Design rr_arb_mux, sky130hd; sources not shown.
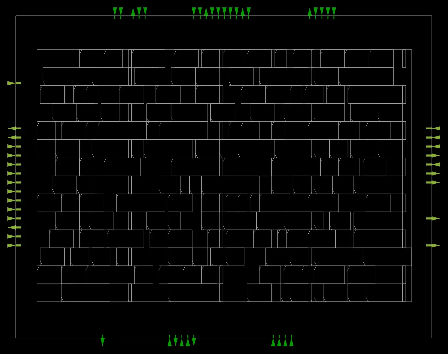
run_1/final_placement.png
fill cell total of the finished layout: 154
register share of the cell area: 15.88%
Floorplan Core Area: 2155 sq um

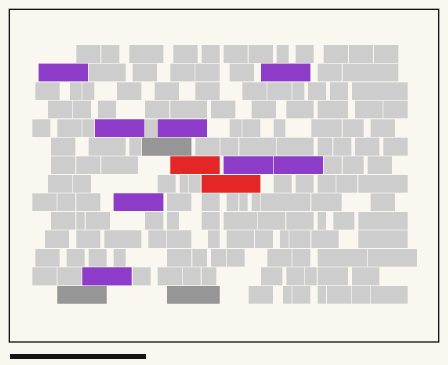
run_1/registers.png
The bar under the picture is 20 um long.
Red is ptr_q, flops 2. Purple is out_data, flops 8.
combined flip-flop and latch cell area: 265.3 sq um
power attributed to sequential cells: 0.356 mW

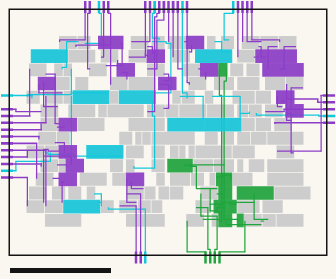
run_1/port_nets.png
The bar under the picture is 20 um long.
Cyan is out_data, bits 8, direction output, edge 4 top, 2 left, 1 bottom, 1 right, end cells 8, buffers 8, wire 215 um. Purple is in_data, bits 32, direction input, edge 16 top, 10 left, 4 right, 2 bottom, end cells 16, buffers 32, wire 509 um. Green is in_valid, bits 4, direction input, edge bottom, end cells 9, buffers 5, wire 177 um.
top-level port count: 54
number of buffers inserted by port buffering: 53

==> Table 3: Implementation characteristics, run 1 <==
Implementation parameters

Parameter                              Value

Drt
  Sum of met3 wire segment lengths after detailed routing    151 um
  Final Routed Wirelength    2871 um
  Vias per std cell    4.915
  Average routed wire per standard cell    15.19 um
  Remaining DRCs    0
  Number of nets with antenna violations after detailed routing    0
  Met1 Wirelength    1119 um
  Number of DRC violations after detailed-routing iteration 0    16
  First-pass iteration count of the detailed router    2
  Total length of routed met2 wires    1568 um
  Top routing layer used    met4
  Number of vias after detailed routing    929

Logic synthesis
  Syn Std Cell Area    895.9 sq um
  Most repeated cell in the gate-level netlist after synthesis    sky130_fd_sc_hd__mux2i_1
  Count of flip-flops with a built-in enable after synthesis    0
  Yosys synthesis chip area    895.9 sq um
  Total cells reported by yosys after synthesis    88
  Top-area cell share    29.05%
  Leading post-synthesis cells by instance count    sky130_fd_sc_hd__mux2i_1 (17), sky130_fd_sc_hd__dfxtp_1 (13), sky130_fd_sc_hd__nand3_1 (12), sky130_fd_sc_hd__o221ai_2 (8), sky130_fd_sc_hd__nand2_1 (5)
  Synth top area cells    sky130_fd_sc_hd__dfxtp_1 (29%), sky130_fd_sc_hd__mux2i_1 (19%), sky130_fd_sc_hd__o221ai_2 (13%), sky130_fd_sc_hd__nand3_1 (6.7%), sky130_fd_sc_hd__ha_1 (5.6%)
  Yosys warning total    0
  Share of synthesized area occupied by flip-flops and latches    29.05%
  Synth Area in Simple Gates    20.25%
  Mux contribution to synthesized area    18.99%
  Synth flops    13
  Arithmetic-cell share of the synthesized area counting full adders, half adders and majority gates    5.587%
  Logic family by area    simple AND/OR/NAND/NOR gates
  Aoi share    19.13%
  Ys async rst share    0%
  Average cell area after synthesis    10.18 sq um
  Number of instances in the synthesized netlist    88
  XOR/XNOR Fraction of Synth Area    0%
  Cell taking the most area after synthesis    sky130_fd_sc_hd__dfxtp_1
  Post-synthesis cell type count    27
  Floorplan Nets    131
  Dominant flop cell    sky130_fd_sc_hd__dfxtp_1

Timing
  Highest achievable clock rate    0.4792 GHz
  Measured slew at the worst slew-check pin    329.4 ps
  Time the final worst path needs with I/O delays and setup    2087 ps
  Remaining max-slew budget at the tightest pin    78.04%
  Number of hold violations in the final report    0
  Setup TNS after final layout    -506.4 ps
  Worst Hold Slack    417.5 ps
  Final setup violation count    4
  Least setup slack across all paths after layout    -136.6 ps
  Crit share post-route    107.0%
  Pins over their slew limit    0
  Setup repair after global routing missed its margin    yes

Clock tree
  Latency at later pin    280 ps
  Post-CTS setup buffers    3
  Clock Path Buffers    2
  CTS Root Cell    sky130_fd_sc_hd__clkbuf_4
  Number of gates given a new drive strength after cts    11
  Number of sinks handled by clock tree synthesis    13
  Post-CTS Hold Fix Bufs    0
  Clock tree from TritonCTS    built
  Clock buffer count from CTS    3
  Count of H-tree levels built during CTS    1
  CTS clock-pin slew for the worst setup and hold paths    80 ps

Flow run
  Number of warnings in the stage logs    32
  Number of max-cap violations    0

Setup path
  Signal arrival time at the worst endpoint    1840 ps
  Crit path DRT    1700 ps
  Startpoint type of the worst setup path    register
  Critical path endpoint category    primary output
  Critical path class    reg -> out
  FF-to-FF setup slack    90 ps
  Maximum fanout along the worst path    4
  Cell depth of the worst flop-to-flop path    9

Place
  GP Congestion    0.7609
  Half-perimeter wire length after detailed placement    2151 um
  Placement Cell Area    1533 sq um
  Worst Setup Slack post-DPL    -201.9 ps
  Inst Count DP    181

Cells and area
  Number of nets in the finished design    201
  Relative area change from synthesis to final layout    86.45%
  Highest-count cells in the layout ignoring fill and taps    sky130_fd_sc_hd__clkdlybuf4s50_1 (37), sky130_fd_sc_hd__buf_4 (24), sky130_fd_sc_hd__mux2i_1 (13)
  Most common logic cell in the routed design    sky130_fd_sc_hd__clkdlybuf4s50_1
  Final instance count without filler cells    189
  Post-layout util    77.53%
  Comb area    636.9 sq um
  Proportion of layout cells with a drive suffix above 1    39.49%
  Total non-filler cell area in the finished layout    1670 sq um
  Number of flip-flops in the largest register    8
  Number of diodes    0

Hold path
  Hold crit path type    reg -> reg
  Number of cells traversed by the worst hold path    2

Global routing
  Global-route congestion overflow total    0
  Grt met3 use    5.787%
  Met1 routing resource usage after global routing    18.22%
  Wire length of the first global-routing pass    4588 um
  Number of global-route vias before repair    995
  Most congested layer reported by global routing    met2
  Total GRT Usage    18.92%
  Number of antenna violations at the first check in global routing    0
  Met2 routing resource usage after global routing    37.88%
  Pin count of the biggest net entering global routing    15

Floorplan
  Site Rows    14
  Die outline width    62.82 um
  Overall die height    48.62 um
  Die area    3054 sq um
  Floorplan core density    41.58%

Power and ir drop
  Maximum vdd drop    0.0004838 V
  Leakage power figure    0.7271 nW
  Power consumption    1.521 mW
  Power density cells    910.4 nW/um^2

Outcome
  Run status    finished with violations
  Violated checks    setup timing
-- run 1: layout make-up --
cell class / instances / area share [%]
flip-flops and latches: 13 / 15.88
inverters: 3 / 0.8240
clock buffers: 4 / 1.798
well taps: 32 / 2.397
repair buffers: 70 / 40.97
multi-input cells: 67 / 38.13
-- run 1: worst max-delay path: stages, from the launching register on --
cell	delay, ps
sky130_fd_sc_hd__dfxtp_4	380
sky130_fd_sc_hd__mux2i_2	220
sky130_fd_sc_hd__nor2_1	70
sky130_fd_sc_hd__or3_4	370
sky130_fd_sc_hd__ha_1	210
sky130_fd_sc_hd__and2_4	150
sky130_fd_sc_hd__buf_12	160
-- run 1: power by group --
part / total (mW) / switching (mW) / internal [mW]
clock network: 0.189 / 0.0954 / 0.0934
registers: 0.356 / 0.0357 / 0.320
logic: 0.976 / 0.603 / 0.373
==> run 2, diff against run 1 <==
- REMOVE_ABC_BUFFERS: not set -> 1
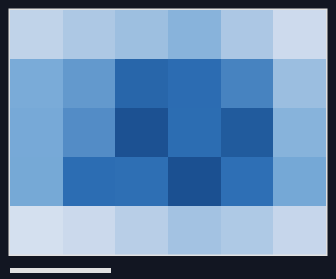
run_2/density.png
The bar under the picture is 20 um long. The die is cut into 6 by 5 equal tiles; white is low, dark blue is high, 0 to 100% covered.
The mean over all tiles is 52%. The densest ninth of the die: centre. The fullest tile reaches 87%. 23% of the tiles are over 75% full.
post-layout util: 75.15%
floorplan core density: 41.58%

==> run 2 against run 1 <==
Effect of this change: the run still ends with setup timing left; power decreased by 4.1%; first-iteration DRC count is 63% lower; worst hold slack better by 1.9 ps; maximum frequency fell by 0.32%; area after synthesis stayed put; clock power down 3%; highest routed layer unchanged; worst setup slack worse by 6.8 ps; cell count shrank 1.6%; combinational power shrank 5.3%; critical path depth increased by 1; register-to-register slack is essentially flat.
==> Table 3: Implementation characteristics, run 2 <==
Implementation parameters

Parameter                              Value

Floorplan
  Overall die height    48.62 um (unchanged)
  Floorplan Core Area    2155 sq um (unchanged)
  Top-level port count    54 (unchanged)
  Die outline width    62.82 um (unchanged)
  Site Rows    14 (unchanged)
  Die area    3054 sq um (unchanged)

Setup path
  Critical path endpoint category    primary output (unchanged)
  Worst-path cell chain    mux2i_1 > nor2_1 > or3_4 > inv_4 > ha_2 > and2_4 > buf_12 (was mux2i_2 > nor2_1 > or3_4 > ha_1 > and2_4 > buf_12)
  Total stage count of the critical path    7 (was 6)
  Critical path class    reg -> out (unchanged)
  Top delay family on crit path    simple AND/OR/NAND/NOR gates (unchanged)
  Cell depth of the worst flop-to-flop path    8 (was 9)
  Maximum fanout along the worst path    4 (unchanged)
  Startpoint type of the worst setup path    register (unchanged)
  Critical-path cell with the highest stage delay    sky130_fd_sc_hd__dfxtp_2 (was sky130_fd_sc_hd__dfxtp_4)
  FF-to-FF setup slack    100 ps (was 90 ps)
  Signal arrival time at the worst endpoint    1850 ps (was 1840 ps)

Logic synthesis
  Synth flops    13 (unchanged)
  Synth top area cells    sky130_fd_sc_hd__dfxtp_1 (29%), sky130_fd_sc_hd__mux2i_1 (19%), sky130_fd_sc_hd__o221ai_2 (13%), sky130_fd_sc_hd__nand3_1 (6.7%), sky130_fd_sc_hd__ha_1 (5.6%) (unchanged)
  Aoi share    19.13% (unchanged)
  Cell taking the most area after synthesis    sky130_fd_sc_hd__dfxtp_1 (unchanged)
  Average cell area after synthesis    10.18 sq um (unchanged)
  Leading post-synthesis cells by instance count    sky130_fd_sc_hd__mux2i_1 (17), sky130_fd_sc_hd__dfxtp_1 (13), sky130_fd_sc_hd__nand3_1 (12), sky130_fd_sc_hd__o221ai_2 (8), sky130_fd_sc_hd__nand2_1 (5) (unchanged)
  Syn Std Cell Area    895.9 sq um (unchanged)
  Ys async rst share    0% (unchanged)
  Most repeated cell in the gate-level netlist after synthesis    sky130_fd_sc_hd__mux2i_1 (unchanged)

Timing
  Time the final worst path needs with I/O delays and setup    2093 ps (was 2087 ps)
  Worst Hold Slack    419.4 ps (was 417.5 ps)
  Crit share post-route    107.4% (was 107.0%)
  Pins over their slew limit    0 (unchanged)
  Highest achievable clock rate    0.4777 GHz (was 0.4792 GHz)
  Least setup slack across all paths after layout    -143.4 ps (was -136.6 ps)
  Remaining max-slew budget at the tightest pin    83.99% (was 78.04%)
  Measured slew at the worst slew-check pin    233.5 ps (was 329.4 ps)
  Final setup violation count    4 (unchanged)

Clock tree
  CTS Root Cell    sky130_fd_sc_hd__clkbuf_4 (unchanged)
  Number of gates given a new drive strength after cts    12 (was 11)
  Latency at later pin    270 ps (was 280 ps)
  Count of H-tree levels built during CTS    1 (unchanged)
  Post-CTS setup buffers    2 (was 3)

Outcome
  Run status    finished with violations (unchanged)
  Violated checks    setup timing (unchanged)

Power and ir drop
  Power attributed to sequential cells    0.350 mW (was 0.356 mW)
  Combinational-cell power consumption    0.924 mW (was 0.976 mW)
  Power consumption    1.458 mW (was 1.521 mW)
  Clock group total power    0.184 mW (was 0.189 mW)
  Flop pwr share    24.0% (was 23.4%)
  Top contributor to total power    combinational cells (unchanged)

Drt
  Vias per std cell    5.016 (was 4.915)
  Average routed wire per standard cell    14.39 um (was 15.19 um)
  Remaining DRCs    0 (unchanged)
  Total length of routed met2 wires    1419 um (was 1568 um)

Place
  Inst Count DP    180 (was 181)
  Placement Cell Area    1518 sq um (was 1533 sq um)
  Worst Setup Slack post-DPL    -193.1 ps (was -201.9 ps)
  GP Congestion    0.7174 (was 0.7609)

Cells and area
  Number of diodes    0 (unchanged)
  Relative area change from synthesis to final layout    80.73% (was 86.45%)
  Final instance count without filler cells    186 (was 189)
  Number of flip-flops in the largest register    8 (unchanged)
  Proportion of layout cells with a drive suffix above 1    38.31% (was 39.49%)
  Most common logic cell in the routed design    sky130_fd_sc_hd__clkdlybuf4s50_1 (unchanged)
  Number of nets in the finished design    198 (was 201)

Global routing
  Met2 routing resource usage after global routing    32.57% (was 37.88%)
  Met1 routing resource usage after global routing    19.67% (was 18.22%)
  Total GRT Usage    17.77% (was 18.92%)
  Number of global-route vias before repair    931 (was 995)
  Grt met3 use    6.481% (was 5.787%)

Flow run
  Number of warnings in the stage logs    30 (was 32)
[run 2: cell count changes in the layout (fill, tap and decap cells not counted), sizes merged]
cell           before  now
clkdlybuf4s50      37   36
dlygate4sd2         1    2
buf                32   29
[run 2: kinds of logic (layout without fill, tap and decap cells)]
| logic type | Yosys count | count (layout) |
|---|---|---|
| compound gates | 15 | 15 |
| buf+inv | 8 | 74 |
| mux | 17 | 17 |
| flops | 13 | 13 |
| fa+ha+maj | 4 | 4 |
| simple gates | 31 | 31 |
[run 2: final cells by class]
type	instances	area [sq um]	share of cell area [%]
Clock buffer	4	30.03	1.855
Inverter	3	13.76	0.8501
Multi-Input combinational cell	67	620.6	38.33
Sequential cell	13	261.5	16.15
Tap cell	32	40.04	2.473
Timing Repair Buffer	67	653.1	40.34
Power is estimated from default activity; no workload was simulated.
